Fig. 1: run 1, clock wiring as the flow saved it
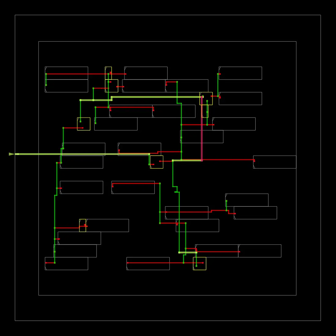
Fig. 2: run 1, the metal 2 layer
Cells faint in the background.
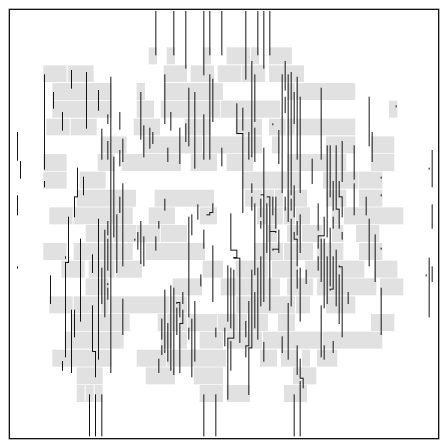
Fig. 3: run 1, met1 routing
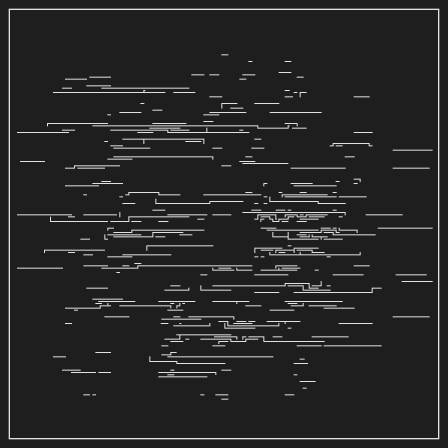
Fig. 4: run 1, cell sizes after repair
Bar = 20 um.
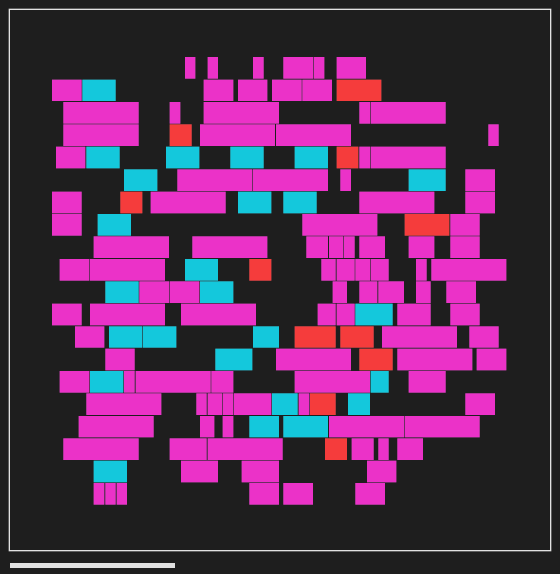
File: config.mk
export PLATFORM = sky130hd
export DESIGN_NAME = rx_fifo_ctrl_flat
export DESIGN_NICKNAME = d
export VERILOG_FILES = /design/src/rtl/rx_fifo_ctrl_pkg.sv /design/src/rtl/rx_fifo_ctrl_if.sv /design/src/rtl/rx_fifo_ctrl_sat_counter.sv /design/src/rtl/rx_fifo_ctrl.sv /design/src/flat_wrapper.sv
export SDC_FILE = /design/constraint.sdc
export NUM_CORES = 1
export LEC_CHECK = 0
export CORE_MARGIN = 5
export CORE_UTILIZATION = 45
export DETAILED_ROUTE_END_ITERATION = 7
export GPL_TIMING_DRIVEN = 1
export PLACE_DENSITY = 0.81
export SLEW_MARGIN = 5
export SYNTH_ARGS = -nofsm -noshare
export SYNTH_HDL_FRONTEND = slang
export SYNTH_SLANG_ARGS = --single-unit
File: constraint.sdc
create_clock -name clk -period 5.2 [get_ports clk]
set_clock_uncertainty 0.1 [all_clocks]
set_input_delay 1.04 -clock clk [delete_from_list [all_inputs] [get_ports clk]]
set_output_delay 1.04 -clock clk [all_outputs]
set_load 0.02 [all_outputs]
File: src/rtl/rx_fifo_ctrl_pkg.sv
// rtl/rx_fifo_ctrl_pkg.sv - shared FIFO-controller state encoding and default widths
package rx_fifo_ctrl_pkg;

  localparam int DATA_W_DEF = 8;
  localparam int CNT_W_DEF  = 8;

  typedef enum logic [1:0] {
    IDLE   = 2'd0,
    PEND   = 2'd1,
    WR     = 2'd2,
    SETTLE = 2'd3
  } state_t;

endpackage

File: src/rtl/rx_fifo_ctrl_if.sv
// rtl/rx_fifo_ctrl_if.sv - receiver, FIFO and status signals of the RX FIFO controller
interface rx_fifo_ctrl_if
  import rx_fifo_ctrl_pkg::*;
#(
  parameter int DATA_W = DATA_W_DEF,
  parameter int CNT_W  = CNT_W_DEF
);

  logic [DATA_W-1:0] rx_data;
  logic              rx_valid;
  logic              rx_frame_err;
  logic              fifo_full;
  logic              fifo_wr;
  logic [DATA_W-1:0] fifo_din;
  logic              overrun;
  logic              overrun_clr;
  logic [CNT_W-1:0]  drop_cnt;
  logic [CNT_W-1:0]  ferr_cnt;

  modport master (
    output rx_data, rx_valid, rx_frame_err, fifo_full, overrun_clr,
    input  fifo_wr, fifo_din, overrun, drop_cnt, ferr_cnt
  );

  modport slave (
    input  rx_data, rx_valid, rx_frame_err, fifo_full, overrun_clr,
    output fifo_wr, fifo_din, overrun, drop_cnt, ferr_cnt
  );

endinterface

File: src/rtl/rx_fifo_ctrl_sat_counter.sv
// rtl/rx_fifo_ctrl_sat_counter.sv - saturating event counter, cleared only by reset
module sat_counter
  import rx_fifo_ctrl_pkg::*;
#(
  parameter int CNT_W = CNT_W_DEF
) (
  input  logic             clk,
  input  logic             reset,
  input  logic             inc,
  output logic [CNT_W-1:0] q
);

  always_ff @(posedge clk or posedge reset) begin
    if (reset) begin
      q <= '0;
    end else if (inc && (q != {CNT_W{1'b1}})) begin
      q <= q + CNT_W'(1);
    end
  end

endmodule

File: src/rtl/rx_fifo_ctrl.sv
// rtl/rx_fifo_ctrl.sv - RX byte hold register, FIFO write sequencer, overrun/drop tracking
// Optional frame-error discard: RX_FIFO_CTRL_FERR_DROP_EN
module rx_fifo_ctrl
  import rx_fifo_ctrl_pkg::*;
#(
  parameter int DATA_W = DATA_W_DEF,
  parameter int CNT_W  = CNT_W_DEF
) (
  input  logic           clk,
  input  logic           reset,
  rx_fifo_ctrl_if.slave  bus
);

  state_t            state, state_nx;
  logic [DATA_W-1:0] hold_data, hold_data_nx;
  logic              hold_valid, hold_valid_nx;
  logic              fifo_wr_q, fifo_wr_nx;
  logic [DATA_W-1:0] fifo_din_q, fifo_din_nx;
  logic              overrun_q, overrun_nx;
  logic              accept, emptying, load, drop;

`ifdef RX_FIFO_CTRL_FERR_DROP_EN
  logic ferr_inc;
  assign ferr_inc = bus.rx_valid & bus.rx_frame_err;
  assign accept   = bus.rx_valid & ~bus.rx_frame_err;

  sat_counter #(.CNT_W(CNT_W)) u_ferr_cnt (
    .clk   (clk),
    .reset (reset),
    .inc   (ferr_inc),
    .q     (bus.ferr_cnt)
  );
`else
  assign accept       = bus.rx_valid;
  assign bus.ferr_cnt = '0;
`endif

  // Hold may take a new byte in the same cycle it drains into the FIFO.
  assign emptying = (state == PEND) && !bus.fifo_full;
  assign load     = accept && (!hold_valid || emptying);
  assign drop     = accept && hold_valid && !emptying;

  sat_counter #(.CNT_W(CNT_W)) u_drop_cnt (
    .clk   (clk),
    .reset (reset),
    .inc   (drop),
    .q     (bus.drop_cnt)
  );

  always_ff @(posedge clk or posedge reset) begin
    if (reset) begin
      state      <= IDLE;
      hold_data  <= '0;
      hold_valid <= 1'b0;
      fifo_wr_q  <= 1'b0;
      fifo_din_q <= '0;
      overrun_q  <= 1'b0;
    end else begin
      state      <= state_nx;
      hold_data  <= hold_data_nx;
      hold_valid <= hold_valid_nx;
      fifo_wr_q  <= fifo_wr_nx;
      fifo_din_q <= fifo_din_nx;
      overrun_q  <= overrun_nx;
    end
  end

  always_comb begin
    state_nx      = state;
    hold_data_nx  = hold_data;
    hold_valid_nx = hold_valid;
    fifo_wr_nx    = 1'b0;
    fifo_din_nx   = fifo_din_q;
    overrun_nx    = overrun_q;

    if (emptying) begin
      fifo_wr_nx    = 1'b1;
      fifo_din_nx   = hold_data;
      hold_valid_nx = 1'b0;
    end
    if (load) begin
      hold_data_nx  = bus.rx_data;
      hold_valid_nx = 1'b1;
    end

    // A drop in the same cycle as a clear keeps the flag set.
    if (drop) begin
      overrun_nx = 1'b1;
    end else if (bus.overrun_clr) begin
      overrun_nx = 1'b0;
    end

    case (state)
      IDLE:    if (load) state_nx = PEND;
      PEND:    if (emptying) state_nx = WR;
      WR:      state_nx = SETTLE;
      SETTLE:  state_nx = hold_valid_nx ? PEND : IDLE;
      default: state_nx = IDLE;
    endcase
  end

  assign bus.fifo_wr  = fifo_wr_q;
  assign bus.fifo_din = fifo_din_q;
  assign bus.overrun  = overrun_q;

endmodule
File: src/flat_wrapper.sv
// flat-port wrapper written by rule: the top's interface ports become plain ports
module rx_fifo_ctrl_flat import rx_fifo_ctrl_pkg::*;
#(
  parameter int DATA_W = DATA_W_DEF,
  parameter int CNT_W  = CNT_W_DEF
)
  (clk, reset, bus_rx_data, bus_rx_valid, bus_rx_frame_err, bus_fifo_full, bus_overrun_clr, bus_fifo_wr, bus_fifo_din, bus_overrun, bus_drop_cnt, bus_ferr_cnt);
  rx_fifo_ctrl_if #(.DATA_W(DATA_W), .CNT_W(CNT_W)) bus_i ();
  input  logic clk;
  input  logic reset;
  input wire logic [$bits(bus_i.rx_data)-1:0] bus_rx_data;
  input wire logic [$bits(bus_i.rx_valid)-1:0] bus_rx_valid;
  input wire logic [$bits(bus_i.rx_frame_err)-1:0] bus_rx_frame_err;
  input wire logic [$bits(bus_i.fifo_full)-1:0] bus_fifo_full;
  input wire logic [$bits(bus_i.overrun_clr)-1:0] bus_overrun_clr;
  output wire logic [$bits(bus_i.fifo_wr)-1:0] bus_fifo_wr;
  output wire logic [$bits(bus_i.fifo_din)-1:0] bus_fifo_din;
  output wire logic [$bits(bus_i.overrun)-1:0] bus_overrun;
  output wire logic [$bits(bus_i.drop_cnt)-1:0] bus_drop_cnt;
  output wire logic [$bits(bus_i.ferr_cnt)-1:0] bus_ferr_cnt;
  assign bus_i.rx_data = bus_rx_data;
  assign bus_i.rx_valid = bus_rx_valid;
  assign bus_i.rx_frame_err = bus_rx_frame_err;
  assign bus_i.fifo_full = bus_fifo_full;
  assign bus_i.overrun_clr = bus_overrun_clr;
  assign bus_fifo_wr = bus_i.fifo_wr;
  assign bus_fifo_din = bus_i.fifo_din;
  assign bus_overrun = bus_i.overrun;
  assign bus_drop_cnt = bus_i.drop_cnt;
  assign bus_ferr_cnt = bus_i.ferr_cnt;
  rx_fifo_ctrl #(.DATA_W(DATA_W), .CNT_W(CNT_W)) u_core (.clk(clk), .reset(reset), .bus(bus_i));
endmodule
==> summary.txt, run 1 <==
Implementation results.

The number of buffers created by CTS is 5. STA lists the maximum fanout along the critical path as 8. The final net count is 158. The worst path arrival time is 1.47 ns. The number of antenna violations at the first check in global routing is 0. The worst-case vdd ir drop is 0.2451 mV. The number of DRC violations after detailed-routing iteration 0 is 16.

Summing all non-filler instances in the final layout gives an area of 1727 um^2. The pre-CTS setup slack is 2.332 ns. According to the hold report, the worst path is of the reg -> reg type. The critical path start-end classification is reg -> out. The total area inside the core boundary comes to 3003 um^2.

The number of hold buffers added after cts is 0. The number of iterations in the first detailed-routing pass is 4. The post-detailed-route wirelength per cell is 14.66 um. Port buffering added 30 buffers. The chip area line of the yosys report is 1386 um^2. The signal on the critical path passes through clkdlybuf4s50_1. For this design the ratio of total power to cell area is 577.8 nW/um^2.

The flow ran to the end, and the final reports show no timing, DRC or antenna violations. Per the final layout report, the fraction of cells sized above drive strength 1 comes to 0.2571. In the Yosys stats the netlist draws on 35 distinct library cells. The most common cell in the synthesized netlist is dfrtp_1. The total setup buffers inserted after CTS is 0. The area fraction of the largest cell type after synthesis is 0.5235. After floorplanning, the core was divided into 20 placement rows.

On the critical path the largest part of the delay comes from buffers and inverters. The number of storage elements in the synthesis netlist is 29. The mean instance size in the synthesized netlist is 13.20 um^2. The number of flops mapped to enable cells by yosys is 0. The clock period minus worst slack is 2.609 ns. The worst-case max-slew headroom was logged as 0.2865. The end of the worst register-to-register path is u_core.hold_data[5]$_DFFE_PP0P_.

On the reported timing paths, the clock transition at the registers reads 0.09 ns. For reference, the top cells by count after synthesis are dfrtp_1 (29), mux2_2 (16), buf_4 (8), inv_1 (6), ha_1 (5). The worst register-to-register path depth is 5. The main area contributors are dfrtp_1 (52%), mux2_2 (13%), ha_1 (4.5%). The number of antenna diodes in the final layout is 0.

The number of warnings printed during yosys synthesis is 0. The worst setup path startpoint is u_core.u_drop_cnt.q[6]$_DFFE_PP0P_. The floorplan utilization is 0.4617. Per the synthesis report, the XOR/XNOR share of the synthesized area is 0.01264. The area fraction in and, or, nand and nor cells after synthesis is 0.1101. The total number of warnings across the stage logs is 30. Detailed placement finished with a half-perimeter wire length of 1814 um. In the final report, the number of pins over their slew limit comes to 0. Setup repair after global routing left no endpoint under its margin. The fraction of registers with async set/reset is 1.000. The number of maximum-capacitance constraint violations is 0.

Per STA, the highest per-stage delay on the worst path measures 0.66 ns. The chip occupies 4291 um^2. The required time reported for the critical path endpoint is 4.06 ns. The critical path's slowest cell is clkdlybuf4s50_1. The total power after layout is 0.9976 mW. The routed design shows a via density per instance of 5.058.

The count of placed standard cells including taps is 165. The hold violation total from the final report is 0.
## Picture notes: Fig. 1
Sink Count: 29
clock latency on the worst-skew pair: 0.32 ns

## Picture notes: Fig. 2
wire length on this layer: 1280 um
longest straight run: 45.2 um
nets with wire on the layer: 142
GRT met2 Usage: 0.2149
count of vias placed by the detailed router: 875
Routed Wire Length: 2536 um

## Picture notes: Fig. 3
wire length on this layer: 1060 um
main direction: horizontal
share of all routed wire: 42%
nets with wire on the layer: 131
fraction of met1 tracks used by global routing: 0.1405

## Picture notes: Fig. 4
| size | color | cells | most used |
|---|---|---|---|
| _0 and _1 cells | magenta | 104 | clkdlybuf4s50_1 |
| _2 cells | cyan | 25 | mux2_2 |
| _3 and _4 cells | red | 11 | clkbuf_4 |
number of ordinary and repair buffers in the finished layout: 30
Layout Area Growth over Synthesis: 24.55%
smallest setup slack after layout: 2.591 ns

run 1: flip-flops by register name (all words and copies together), names as in the netlist:
name,cells
u_core.hold_data,8
u_core.u_drop_cnt.q,8
u_core.hold_valid,1
u_core.bus.fifo_wr,1
u_core.bus.fifo_din,8
u_core.bus.overrun,1
u_core.state,2
run 1: cell families after synthesis:
group	count (synthesis)
XOR/XNOR	2
other	1
flip-flops	29
buffers and inverters	16
AND-OR/OR-AND	13
AND/OR/NAND/NOR	20
multiplexers	19
adder cells (fa/ha/maj)	5
run 1: how the worst min path moves through the flow:
stage	cells after the start	start	slack, ns	endpoint
after floorplan	1	u_core.hold_data[0]$_DFFE_PP0P_	0.38	u_core.bus.fifo_din[0]$_DFFE_PP0P_
after global placement	1	u_core.bus.overrun$_DFFE_PP0P_	0.37	u_core.bus.overrun$_DFFE_PP0P_
after detailed placement	1	u_core.bus.overrun$_DFFE_PP0P_	0.37	u_core.bus.overrun$_DFFE_PP0P_
after CTS	1	u_core.bus.overrun$_DFFE_PP0P_	0.39	u_core.bus.overrun$_DFFE_PP0P_
after global routing	1	u_core.hold_data[3]$_DFFE_PP0P_	0.43	u_core.bus.fifo_din[3]$_DFFE_PP0P_
final	1	u_core.bus.overrun$_DFFE_PP0P_	0.39	u_core.bus.overrun$_DFFE_PP0P_
run 1: layer usage:
metal / vias to the layer above / track usage
met5: - / 0
li1: 419 / -
met2: 28 / 0.2149
met1: 426 / 0.1405
met4: 0 / 0.05440
met3: 2 / 0.05299
run 1: cell type report:
cell class,instances,area [um^2]
Inverter,6,22.52
Sequential cell,29,725.7
Timing Repair Buffer,30,300.3
Tap cell,33,41.29
Fill cell,269,1276
Clock buffer,8,48.80
Multi-Input combinational cell,67,588.1
run 1: power breakdown:
part / internal, mW / switching, mW / total, mW
sequential: 0.329 / 0.0762 / 0.405
clock: 0.0538 / 0.0724 / 0.126
combinational: 0.250 / 0.216 / 0.466
total: 0.633 / 0.365 / 0.998
run 1: cell usage in the layout, fill, tap and decap left out:
cell type / synthesis / layout
a211oi_2: 1 / 1
clkbuf_1: 0 / 3
clkdlybuf4s50_1: 0 / 30
dfrtp_1: 29 / 29
nand2_1: 3 / 3
and4_1: 1 / 1
a221oi_2: 1 / 1
nand2_2: 1 / 1
nand2b_4: 1 / 1
nand4_2: 2 / 2
and3_1: 1 / 1
and3b_2: 1 / 1
a21o_2: 1 / 1
a21oi_1: 1 / 1
mux2_1: 1 / 1
o21ai_0: 2 / 2
o21a_1: 1 / 1
mux2_2: 16 / 16
and3_4: 1 / 1
a21oi_2: 1 / 1
clkbuf_4: 0 / 5
a31oi_1: 2 / 2
nand3_1: 4 / 4
inv_1: 6 / 6
and2_4: 1 / 1
and4_4: 1 / 1
and2_2: 1 / 1
a21o_1: 1 / 1
mux2_4: 2 / 2
conb_1: 1 / 8
nor2b_1: 2 / 2
ha_1: 5 / 5
a41oi_1: 1 / 1
a22oi_1: 1 / 1
xnor2_1: 2 / 2
Fig. 5: run 1, metal layers overlaid
Two of the layers only.
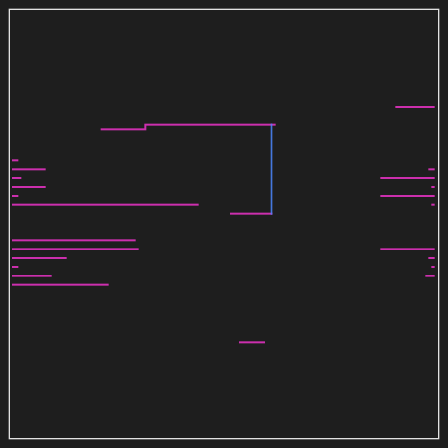

## Run 2: what changed since run 1
--- a/config.mk
+++ b/config.mk
@@ -6,10 +6,10 @@
 export NUM_CORES = 1
 export LEC_CHECK = 0
 export CORE_MARGIN = 5
-export CORE_UTILIZATION = 45
+export CORE_UTILIZATION = 42
 export DETAILED_ROUTE_END_ITERATION = 7
 export GPL_TIMING_DRIVEN = 1
-export PLACE_DENSITY = 0.81
+export PLACE_DENSITY = 0.8
 export SLEW_MARGIN = 5
 export SYNTH_ARGS = -nofsm -noshare
 export SYNTH_HDL_FRONTEND = slang
==> constraint.sdc (replaced) <==
create_clock -name clk -period 2.1 [get_ports clk]
set_clock_uncertainty 0.1 [all_clocks]
set_input_delay 0.42 -clock clk [delete_from_list [all_inputs] [get_ports clk]]
set_output_delay 0.42 -clock clk [all_outputs]
set_load 0.02 [all_outputs]
Fig. 6: run 2, metal layers overlaid
Two of the layers only.
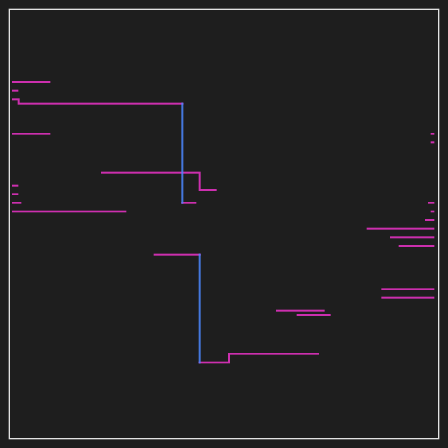
| layer | color | wire length |
|---|---|---|
| metal 4 | blue | 32.6 um |
| metal 3 | magenta | 163 um |
GR Util All Layers: 0.1312
WL/cell: 14.07 um

==> summary.txt, run 2 <==
Implementation results.

The flow ran to the end, and the final reports show no timing, DRC or antenna violations. The final worst-path setup slack is 0.1051 ns (-2.485 ns). The cell internal power dissipation came to 1.585 mW (+150%). In the layout the commonest cells are clkdlybuf4s50_1 (30), dfrtp_1 (29), mux2_2 (16). The horizontal die dimension is 67.45 um. The maximum net fanout on the critical path was 8 (unchanged). Per the STA report, the cell with the highest stage delay on the worst path is clkdlybuf4s50_1. After routing, the total negative slack on setup checks comes to 0 ns.

The number of cells upsized or downsized after cts is 0. The max-slew violation count was 0 (unchanged). The die boundary height is 67.45 um. The mean instance size in the synthesized netlist is 13.20 um^2 (unchanged). The hold violation total from the final report is 0 (unchanged). The final weighted congestion recorded by global placement is 0.7929.

The startpoint class of the critical path is a flop. The number of I/O port buffers is 30 (unchanged). The share of the Yosys chip area taken by registers is 0.5235. The fraction of power consumed by the clock network is 0.133 (+0.006).

The required time reported for the critical path endpoint is 1.58 ns (-2.48 ns). The floorplan utilization is 0.4468 (-0.01489). The highest cell delay on the worst timing path is 0.65 ns (about the same). According to the I/O placement log, the pin count is 40. The worst hold path class is in -> async.

The total setup buffers inserted after CTS is 0 (unchanged). The chip area line of the yosys report is 1386 um^2 (unchanged). The main area contributors are dfrtp_1 (52%), mux2_2 (13%), ha_1 (4.5%). The worst-case vdd ir drop is 0.6302 mV (+160%). The fraction of registers with async set/reset is 1.000 (unchanged). The number of hold buffers added after cts is 0 (unchanged). The post-synthesis instance area is 1386 um^2. The total die area is 4550 um^2 (+6.0%). The number of DRC violations after detailed-routing iteration 0 was 76 (+60). The antenna diode count is 0 (unchanged).

For reference, the critical path is launched at u_core.u_drop_cnt.q[6]$_DFFE_PP0P_. The number of maximum-capacitance constraint violations is 0 (unchanged). The row count is 20 (unchanged). The total number of warnings across the stage logs is 30 (unchanged).

In the synthesized netlist, the cells that appear most often are dfrtp_1 (29), mux2_2 (16), buf_4 (8), inv_1 (6), ha_1 (5). The last timing report of the flow puts the setup violation total at 0. The fraction of power spent switching nets is 0.3720 (+0.006122). The area share of the largest cell type after synthesis is 0.5235 (unchanged).

The routed via count divided by cell count is 4.872 (-3.7%). The post-route clock period utilization is 0.9500. The area growth from synthesis to layout is 28.52%. The timing report notes that buffer and inverter cells on the critical path total 1. The kind of end point of the critical path is a primary output. The placeable core area is 3103 um^2 (+3.3%).

The most instantiated library cell after synthesis is dfrtp_1. The sum of net half-perimeters after detailed placement is 1934 um (+6.6%). The part of the total power dissipated in combinational logic is 0.475 (+0.008).

The most common cell after layout, fill and taps aside is clkdlybuf4s50_1. The fraction of final layout cells with drive strength greater than 1 came to 0.2937 (+0.03656). The switching power total is 0.9388 mW (+160%). The number of storage elements in the synthesis netlist came to 29 (unchanged).

The number of iterations in the first detailed-routing pass was 4 (unchanged). The signal on the critical path passes through clkdlybuf4s50_1. The pre-CTS setup slack is 0.03932 ns (-2.293 ns). For the worst reg-to-reg path, the startpoint reported by OpenROAD is u_core.state[1]$_DFFE_PP0P_. The areal power density over the cells is 1416 nW/um^2 (+150%). The reported leakage power is 0.8107 nW. The number of antenna violations at the first check in global routing is 0 (unchanged).

The worst setup path is of the reg -> out kind. The number of sinks on the clock net was 29 (unchanged). The number of different library cells in the post-synthesis netlist is 35 (unchanged).

The post-CTS clock slew at the launch and capture registers of the worst setup and hold paths is 0.10 ns (about the same). The worst path arrival time is 1.47 ns (about the same). Per STA, the worst path accumulates the most delay in the family buffers and inverters.

The biggest area contributor in the post-synthesis netlist is dfrtp_1. Setup repair after global routing left no endpoint under its margin. The final net count came to 161 (+1.9%). The count of placed standard cells including taps was 179 (+8.5%). The sequential share of power was 0.392 (-0.014). The via count of the first global-routing pass is 932. The number of warnings printed during yosys synthesis is 0 (unchanged). The number of buffers created by CTS was 5 (unchanged). The clock insertion delay at the later pin of the skew report is 0.33 ns (about the same). Counting every instance in the synthesized netlist gives 105.

The total power after layout is 2.524 mW (+150%). The primary flip-flop cell chosen by synthesis mapping is dfrtp_1. The number of flops mapped to enable cells by yosys was 0 (unchanged). The routed design could run at a clock period as short as 1.995 ns.
Fig. 7: run 2, met1 routing
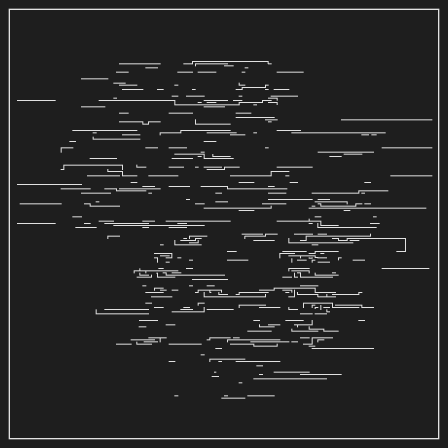
longest straight run: 18.4 um
main direction: horizontal
Routed Wire Length: 2632 um
fraction of met1 tracks used by global routing: 0.1417
count of vias placed by the detailed router: 911

run 2: cell counts after synthesis:
No cell type changed its count.
run 2: cells by family after synthesis:
| group | after synthesis | share of synthesized area |
|---|---|---|
| buffers and inverters | 16 | 0.07130 |
| xor gates and xnor gates | 2 | 0.01264 |
| adders and majority gates | 5 | 0.04513 |
| muxes | 19 | 0.1597 |
| and+or+nand+nor | 20 | 0.1101 |
| AOI/OAI and AO/OA | 13 | 0.07491 |
| DFF | 29 | 0.5235 |
| other | 1 | 0.002705 |
run 2: path summary, 6_finish.rpt:
check | end | slack (ns) | depth (start not counted)
setup reg to reg | u_core.state[0]$_DFFE_PP0P_ | 0.27 | 6
setup / recovery | bus_drop_cnt[6] | 0.11 | 1
hold / removal | u_core.bus.fifo_din[4]$_DFFE_PP0P_ | 0.35 | 3
max in group asynchronous | u_core.state[1]$_DFFE_PP0P_ | 1.29 | 3
min in group clk | u_core.bus.overrun$_DFFE_PP0P_ | 0.39 | 1
hold reg to reg | u_core.bus.overrun$_DFFE_PP0P_ | 0.39 | 1
run 2: routing by layer:
layer / vias up / GRT usage / part of all wire
met5: - / 0 / 0
li1: 430 / - / -
met1: 448 / 0.1417 / 0.39
met3: 4 / 0.05324 / 0.062
met4: 0 / 0.05570 / 0.012
met2: 29 / 0.2258 / 0.54
run 2: power groups by stage:
stage	Sequential (mW)	Clock (mW)	Combinational [mW]
3_3_place_gp	0.987	0	1.16
2_1_floorplan	1.15	0	0.587
4_1_cts	0.993	0.340	1.22
3_5_place_dp	1.01	0	1.21
6_report	0.990	0.336	1.20
5_1_grt	1.03	0.371	1.30
run 2: layout make-up:
class / count / area (um^2)
timing repair buffer: 33 / 335.3
fill: 284 / 1321
sequential: 29 / 725.7
tap: 44 / 55.05
clock buffer: 5 / 37.54
inverter: 6 / 22.52
multi-input combinational: 67 / 588.1
clock inverter: 3 / 17.52
run 2: per-stage QoR:
| step | area, um^2 | utilization |
|---|---|---|
| 4_1_cts | 1782 | 0.5742 |
| 5_1_grt | 1782 | 0.5742 |
| 6_report | 1782 | 0.5742 |
| 3_5_place_dp | 1727 | 0.5565 |
| 2_1_floorplan | 1413 | - |
| 3_3_place_gp | 1727 | 0.5565 |
Fig. 8: run 2, clock wiring as the flow saved it
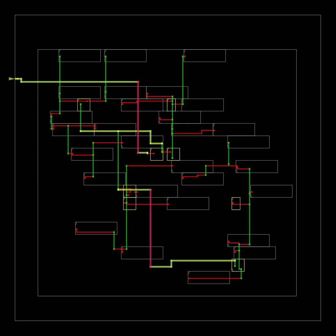

## Run 3: what changed since run 2
--- a/config.mk
+++ b/config.mk
@@ -5,11 +5,13 @@
 export SDC_FILE = /design/constraint.sdc
 export NUM_CORES = 1
 export LEC_CHECK = 0
-export CORE_MARGIN = 5
+export CORE_MARGIN = 2
 export CORE_UTILIZATION = 42
+export CTS_CLUSTER_DIAMETER = 30
 export DETAILED_ROUTE_END_ITERATION = 7
 export GPL_TIMING_DRIVEN = 1
 export PLACE_DENSITY = 0.8
+export SKIP_LAST_GASP = 1
 export SLEW_MARGIN = 5
 export SYNTH_ARGS = -nofsm -noshare
 export SYNTH_HDL_FRONTEND = slang
Fig. 9: run 3, clock wiring as the flow saved it
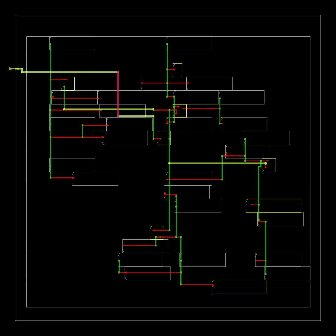
Clk. pwr: 0.561 mW
Seq cells: 29
Num CTS Buffers: 5
final-layout clock buffer total: 5

==> summary.txt, run 3 <==
Implementation results.

The run finished with clean final reports. The worst-case vdd ir drop was 0.5943 mV (-5.7%). The commonest cells after synthesis are dfrtp_1 (29), mux2_2 (16), buf_4 (8), inv_1 (6), ha_1 (5). The highest cell delay on the worst timing path is 0.65 ns (about the same). The clock period minus worst slack is 1.969 ns (-0.02569 ns).

The mean instance size in the synthesized netlist came to 13.20 um^2 (unchanged). The portion of the post-synthesis area used by sequential elements is 0.5235 (unchanged). The worst path arrival time is 1.45 ns (-0.02 ns). The top-level port count was 40 (unchanged). The total die area was 3776 um^2 (-17%).

The number of hold buffers added after cts is 0 (unchanged). The total number of warnings across the stage logs is 30 (unchanged). The final worst-path setup slack is 0.1308 ns (+0.02569 ns).

The row count came to 20 (unchanged). Counting only logic cells after layout, the most numerous master is clkdlybuf4s50_1. The chip area line of the yosys report is 1386 um^2 (unchanged). The area growth from synthesis to layout is 31.95%.

The fraction of final layout cells with drive strength greater than 1 is 0.2937 (unchanged). The total setup buffers inserted after CTS was 0 (unchanged). The via count of the first global-routing pass came to 850 (-8.8%). The number of iterations in the first detailed-routing pass was 4 (unchanged). The number of I/O port buffers came to 30 (unchanged). The startpoint class of the critical path is a flop.

Grouping stages by cell kind, the critical path spends the most delay in buffers and inverters. The number of buffers and inverters on the critical path was 1 (unchanged). The final sum of negative setup slack was 0 ns (unchanged). The number of cells upsized or downsized after cts came to 0 (unchanged). The final net count came to 161 (unchanged).

Setup repair after global routing left no endpoint under its margin. The area share of the largest cell type after synthesis is 0.5235 (unchanged). The post-CTS clock slew at the launch and capture registers of the worst setup and hold paths is 0.09 ns (about the same). The number of sinks on the clock net was 29 (unchanged).

The total global-route track usage is 0.1373 (+0.006144). The most critical min-delay path falls under in -> async. The weighted congestion at the end of routability-driven global placement is 0.8020 (+1.1%). The horizontal die dimension is 61.45 um (-8.9%). The number of storage elements in the synthesis netlist was 29 (unchanged). Per the cell usage report, the commonest logic cells after layout are clkdlybuf4s50_1 (30), dfrtp_1 (29), mux2_2 (16). The routed via count divided by cell count is 4.866 (-0.11%).

The biggest area contributor in the post-synthesis netlist is dfrtp_1. The worst reg-to-reg setup slack is 0.31 ns (+0.04 ns). The post-detailed-route wirelength per cell came to 12.83 um (-8.8%).

Walking the worst path, the cells encountered are clkdlybuf4s50_1. The final-report setup violation count was 0 (unchanged). The maximum net fanout on the critical path is 8 (unchanged). The fraction of registers with async set/reset was 1.000 (unchanged). The synthesis report lists the most area-consuming cells as dfrtp_1 (52%), mux2_2 (13%), ha_1 (4.5%).
Fig. 10: run 3, met1 routing
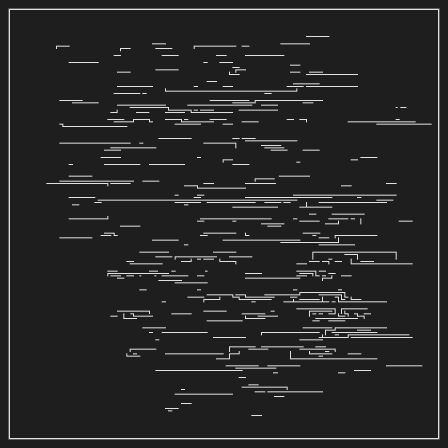
share of all routed wire: 42%
main direction: horizontal
nets with wire on the layer: 132
Routed Wire Length: 2400 um
count of vias placed by the detailed router: 910

==> run 3: area by class of cell <==
| cell class | count | area (um^2) |
|---|---|---|
| clock buffers | 5 | 37.54 |
| well taps | 44 | 55.05 |
| multi-input cells | 67 | 588.1 |
| clock inverters | 3 | 65.06 |
| flip-flops and latches | 29 | 725.7 |
| fillers | 274 | 1274 |
| inverters | 6 | 22.52 |
| repair buffers | 33 | 335.3 |
==> run 3: worst min-delay path: cells and delay by family <==
| family | cells | cell delay, ns |
|---|---|---|
| buffers and inverters | 3 | 0.76 |
==> run 3: logic make-up after synthesis <==
group | count (synthesis) | share of synthesized area
DFF | 29 | 0.5235
and+or+nand+nor | 20 | 0.1101
muxes | 19 | 0.1597
buffers and inverters | 16 | 0.07130
AOI/OAI and AO/OA | 13 | 0.07491
adders and majority gates | 5 | 0.04513
xor gates and xnor gates | 2 | 0.01264
other | 1 | 0.002705
==> run 3: stage by stage <==
step                power, mW  std cells
global route            2.909        187
finish                  2.735        187
detailed placement      2.196        179
floorplan               1.741        112
CTS                     2.769        187
global placement        2.137        179
==> run 3: where the power goes <==
part	switching [mW]	internal (mW)
Sequential	0.181	0.814
Clock	0.193	0.368
Combinational	0.536	0.643
Total	0.909	1.83
==> run 3: metal layers <==
metal  GRT usage  routed length (um)  vias up
met3     0.06513                 130        2
met4     0.05471                   8        0
met1      0.1446                1002      465
li1            -                   -      424
met2      0.2371                1258       19
met5           0                   0        -
==> run 3: path summary, 6_finish.rpt <==
path,start,to,depth (start not counted)
worst max-delay path,u_core.u_drop_cnt.q[6]$_DFFE_PP0P_,bus_drop_cnt[6],1
worst min-delay path,reset,u_core.u_drop_cnt.q[4]$_DFFE_PP0P_,3
worst max register to register,u_core.state[1]$_DFFE_PP0P_,u_core.state[0]$_DFFE_PP0P_,6
worst min register to register,u_core.bus.overrun$_DFFE_PP0P_,u_core.bus.overrun$_DFFE_PP0P_,1
max in group asynchronous,reset,u_core.bus.fifo_din[5]$_DFFE_PP0P_,3
min in group clk,u_core.bus.overrun$_DFFE_PP0P_,u_core.bus.overrun$_DFFE_PP0P_,1
Power is estimated from default activity; no workload was simulated.
